Design uart_tx_fifo, sky130hd; sources not shown.
**Sizing map**

(2 px per um)
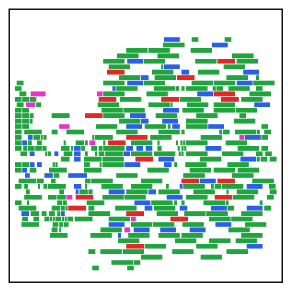
Key: x1 and smaller = green [cells 296]; x6 and larger = red [cells 19]; x2 = blue [cells 64]; x3 and x4 = magenta [cells 9]
area delta synth->final: 19.88%
final worst slack: 2.182 ns
nonclk buf count: 47
post-route standard cell area excluding fillers: 7288 um^2

**Wire density map**

(3 px per um) 27 x 27 tiles, from dark purple (low) to yellow (high), scaled to the fullest tile. Values are wire area over tile area, all layers added.
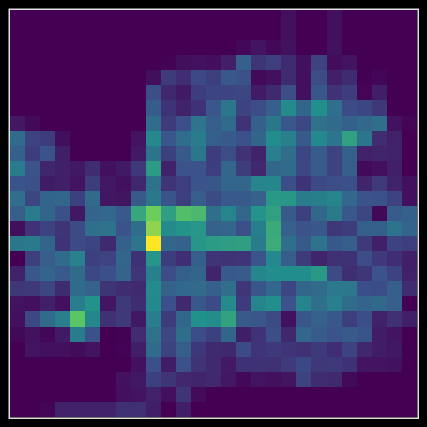
The mean over all tiles is 0.10. The fullest tile reaches 0.60. The emptiest ninth of the die: north-west. The densest ninth of the die: centre. 29% of the tiles are nearly empty. 3.6% of the tiles are over half the peak.
WL per Instance: 19.65 um
total global-route track usage: 0.1412
post-detailed-routing wire length: 12040 um
via count: 3106

**Layout detail**

Window x 43 to 93, y 70 to 120 um. Cells in grey, sequential cells in the stronger grey; small squares are vias.
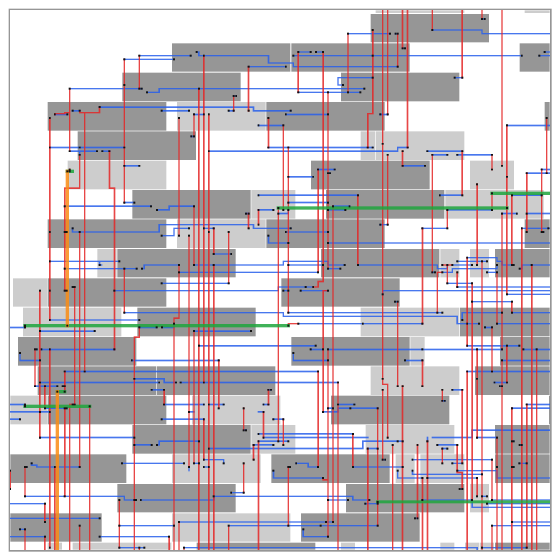
Key: M3 = green; M2 = red; M1 = blue; M4 = orange
57 logic cells have their middle in the window. Sequential cells in the window: 33. Most frequent: edfxtp_1 (32), mux4_2 (7).

**Placed standard cells**

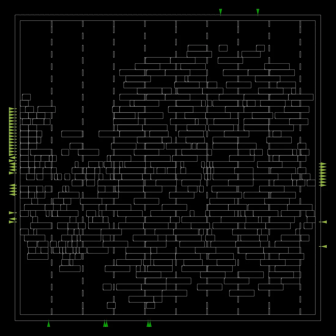
Flop Count: 145
filler-free cell count of the finished design: 613
final core utilization: 0.4258
Filler cells: 1518

**PDN straps and rails**

(3 px per um) Pins as bars on the die edge.
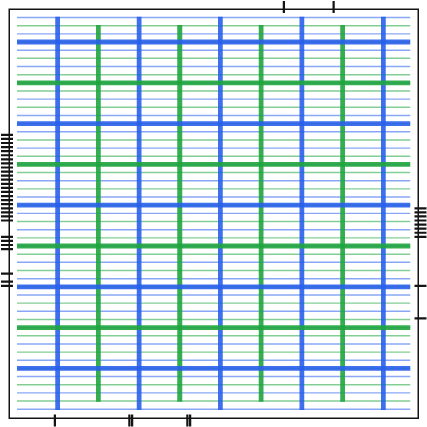
Key: VSS = blue; VDD = green
9 straps on met5. 49 met1 rails follow the rows.
Die Y: 135.8 um
core box area: 17120 um^2
Peak VDD IR: 0.1960 mV

==> flow_metrics.rpt <==
==== FLOW RESULTS ====
----------------------------------------------------
[Worst hold path]
  Class of the tightest hold or removal check ........................ flip-flop to flip-flop
  Cell count of the worst hold path ........................ 1

[Synthesis]
  Top logic cell family in the synthesized netlist ........................ multiplexers
  Yosys top cell by area ........................ edfxtp_1
  Multiplexer share of the synthesized area ........................ 0.1527
  Per-instance average area after synthesis ........................ 18.42 um^2
  Summed standard-cell area reported by yosys ........................ 6080 um^2
  Cells taking the most area after synthesis ........................ edfxtp_1, mux4_2, dfrtp_1, ha_1, mux2_2
  Share of synthesized registers carrying an async set or reset ........................ 0.1172
  Post-synthesis simple-gate area fraction ........................ 0.06503
  Post-synth net total ........................ 368
  Xor and xnor area share after synthesis ........................ 0.01585
  Synthesis warning total ........................ 0
  Post-synth tally of flip-flops with integrated enable ........................ 128
  Arithmetic-cell share of the synthesized area counting full adders, half adders and majority gates ........................ 0.01852
  Area of the mapped netlist ........................ 6080 um^2
  Area share of the leading cell type in the synthesized netlist ........................ 0.6322
  Synth Seq Share ........................ 0.7022
  Synthesized instance count ........................ 330
  Main flop type ........................ edfxtp_1
  Unique cell types ........................ 46
  Number of synthesized register bits ........................ 145

[Power]
  Switching power ........................ 799.3 uW
  Switching power as a share of total power ........................ 0.2988
  Comb group ........................ 721 uW
  Tot Pwr ........................ 2.675 mW
  Clk pwr share ........................ 0.319
  Clock network power consumption ........................ 853 uW
  Static power due to leakage ........................ 2.408 nW
  Sequential fraction of design power ........................ 0.412
  Leading power group ........................ sequential cells
  Share of total power in combinational logic ........................ 0.270
  Power drawn by the sequential cells ........................ 1.10 mW
  Int Power ........................ 1.876 mW
  Ratio of total power to cell area ........................ 367.0 nW/um^2

[Clock network]
  Clock transition time at the flip-flop clock pins of the worst setup and hold paths ........................ 0.06 ns
  Maximum buffer depth of the clock tree ........................ 2
  Number of buffers inserted during clock tree synthesis ........................ 17
  Postcts setup bufs ........................ 0
  Insertion delay to the later sink of the worst-skew pair ........................ 0.42 ns
  Count of clock tree sinks ........................ 145
  Root buffer selected by CTS ........................ clkbuf_16
  Hold buffer count at cts ........................ 0
  Maximum level of the CTS H-tree ........................ 4

[Setup path]
  Most used cell along the critical path ........................ clkdlybuf4s50_1
  Slowest cell on the critical path ........................ nor4_4
  Worst path required time ........................ 5.95 ns
  Category of the critical setup timing path ........................ input pin to output port
  Critical Path Fanout Max ........................ 13
  Number of stages on the worst setup path ........................ 6
  Number of buffers and inverters on the critical path ........................ 2
  Crit start category ........................ input pin
  Worst stage delay on the critical path ........................ 0.69 ns
  Worst setup slack for register-to-register paths ........................ 4.03 ns
  Worst endpoint data arrival time ........................ 3.77 ns
  Cells on worst reg2reg path ........................ 10
  Worst Setup End Kind ........................ output port

[Final timing]
  Slew @ Worst Pin ........................ 1.018 ns
  Remaining max-slew budget at the tightest pin ........................ 0.3187
  Final-report setup violation count ........................ 0
  Unrepaired setup endpoints after global routing ........................ false
  Period minus WS final ........................ 4.818 ns
  Worst Skew ........................ 0.01331 ns
  Max Clk Rate ........................ 207.6 MHz
  Accumulated negative setup slack ........................ 0 ns
  Tcrit/Tclk final ........................ 0.6883
  Smallest hold slack ........................ 0.4456 ns
  Slew Viols, Final ........................ 0
  Total count of hold-check failures in the final report ........................ 0

[Floorplan]
  Std cell rows ........................ 48
  Effective utilization at floorplan ........................ 0.3552
  Top-Level Pins ........................ 46
  Tapcells ........................ 225
  Die Outline Area ........................ 18440 um^2

[Flow run]
  Max-cap viol count ........................ 0

[Global routing]
  Wire length of the first global-routing pass ........................ 18510 um
  Gr ovfl total ........................ 0
  Number of antenna violations at the first check in global routing ........................ 0
  Pin count of the biggest net entering global routing ........................ 36
  Vias in the first global route ........................ 3188

[Finish]
  NonClk Buf Share ........................ 0.06386
  Fraction of area in multi-input gates ........................ 0.2333
  Layout cell share with drive strength beyond 1 ........................ 0.2371
  Top logic cell by instance count in the layout ........................ edfxtp_1
  Nets ........................ 415
  Clock buf/inv share ........................ 0.07571
  Share of the final layout cell area in sequential cells ........................ 0.5859
  Flip-flop and latch area ........................ 4270 um^2
  Non-clock inverter count in the final layout ........................ 5
  MI comb area ........................ 1700 um^2
  Top cell class by occupied area ........................ registers
  Mi-comb count ........................ 161
  Number of clock buffers in the layout ........................ 20
  Most used cells in the layout excluding fill and tap cells ........................ edfxtp_1, clkdlybuf4s50_1, mux4_2
  # diodes ........................ 0

[Placed design]
  Cell Count Post-Placement ........................ 583
  Routability congestion estimate ........................ 0.7216
  Cell area after placement ........................ 6736 um^2
  Port Buffer Count ........................ 45
  HPWL after detailed placement ........................ 7612 um
  Worst slack after detailed placement ........................ 2.197 ns

[Route]
  Number of iterations in the first detailed-routing pass ........................ 4
  DRT iter0 DRCs ........................ 335
  Post-detailed-route count of antenna-violating nets ........................ 0
  Post-detailed-route via-to-cell ratio ........................ 5.067
  DRC violations left ........................ 0

[Status]
  Result of the run ........................ complete, no violations

----------------------------------------------------
[synth_stat cells (2+ instances only)]
library cell,count
edfxtp_1,128
mux4_2,32
dfrtp_1,17
nor2_1,15
a21oi_1,10
mux2_2,10
ha_1,9
o21ai_0,9
xnor2_1,9
buf_2,8
mux2i_1,8
nand2_1,8
and3_2,6
clkbuf_1,5
inv_1,5
and3_1,3
buf_1,3
nand2b_1,3
nand3_1,3
nand3_2,3
nand4_1,3
nor2b_1,3
nor3_2,3
buf_4,2
nand3b_1,2
o31ai_1,2
xor2_1,2
[routing by layer]
metal  global-route usage  share of wire
met2               0.2259           0.49
met1               0.1869           0.44
met3              0.03666          0.050
met5                    0              0
met4              0.05093          0.011
No activity file was given, so power comes from the tool's default toggle rates.
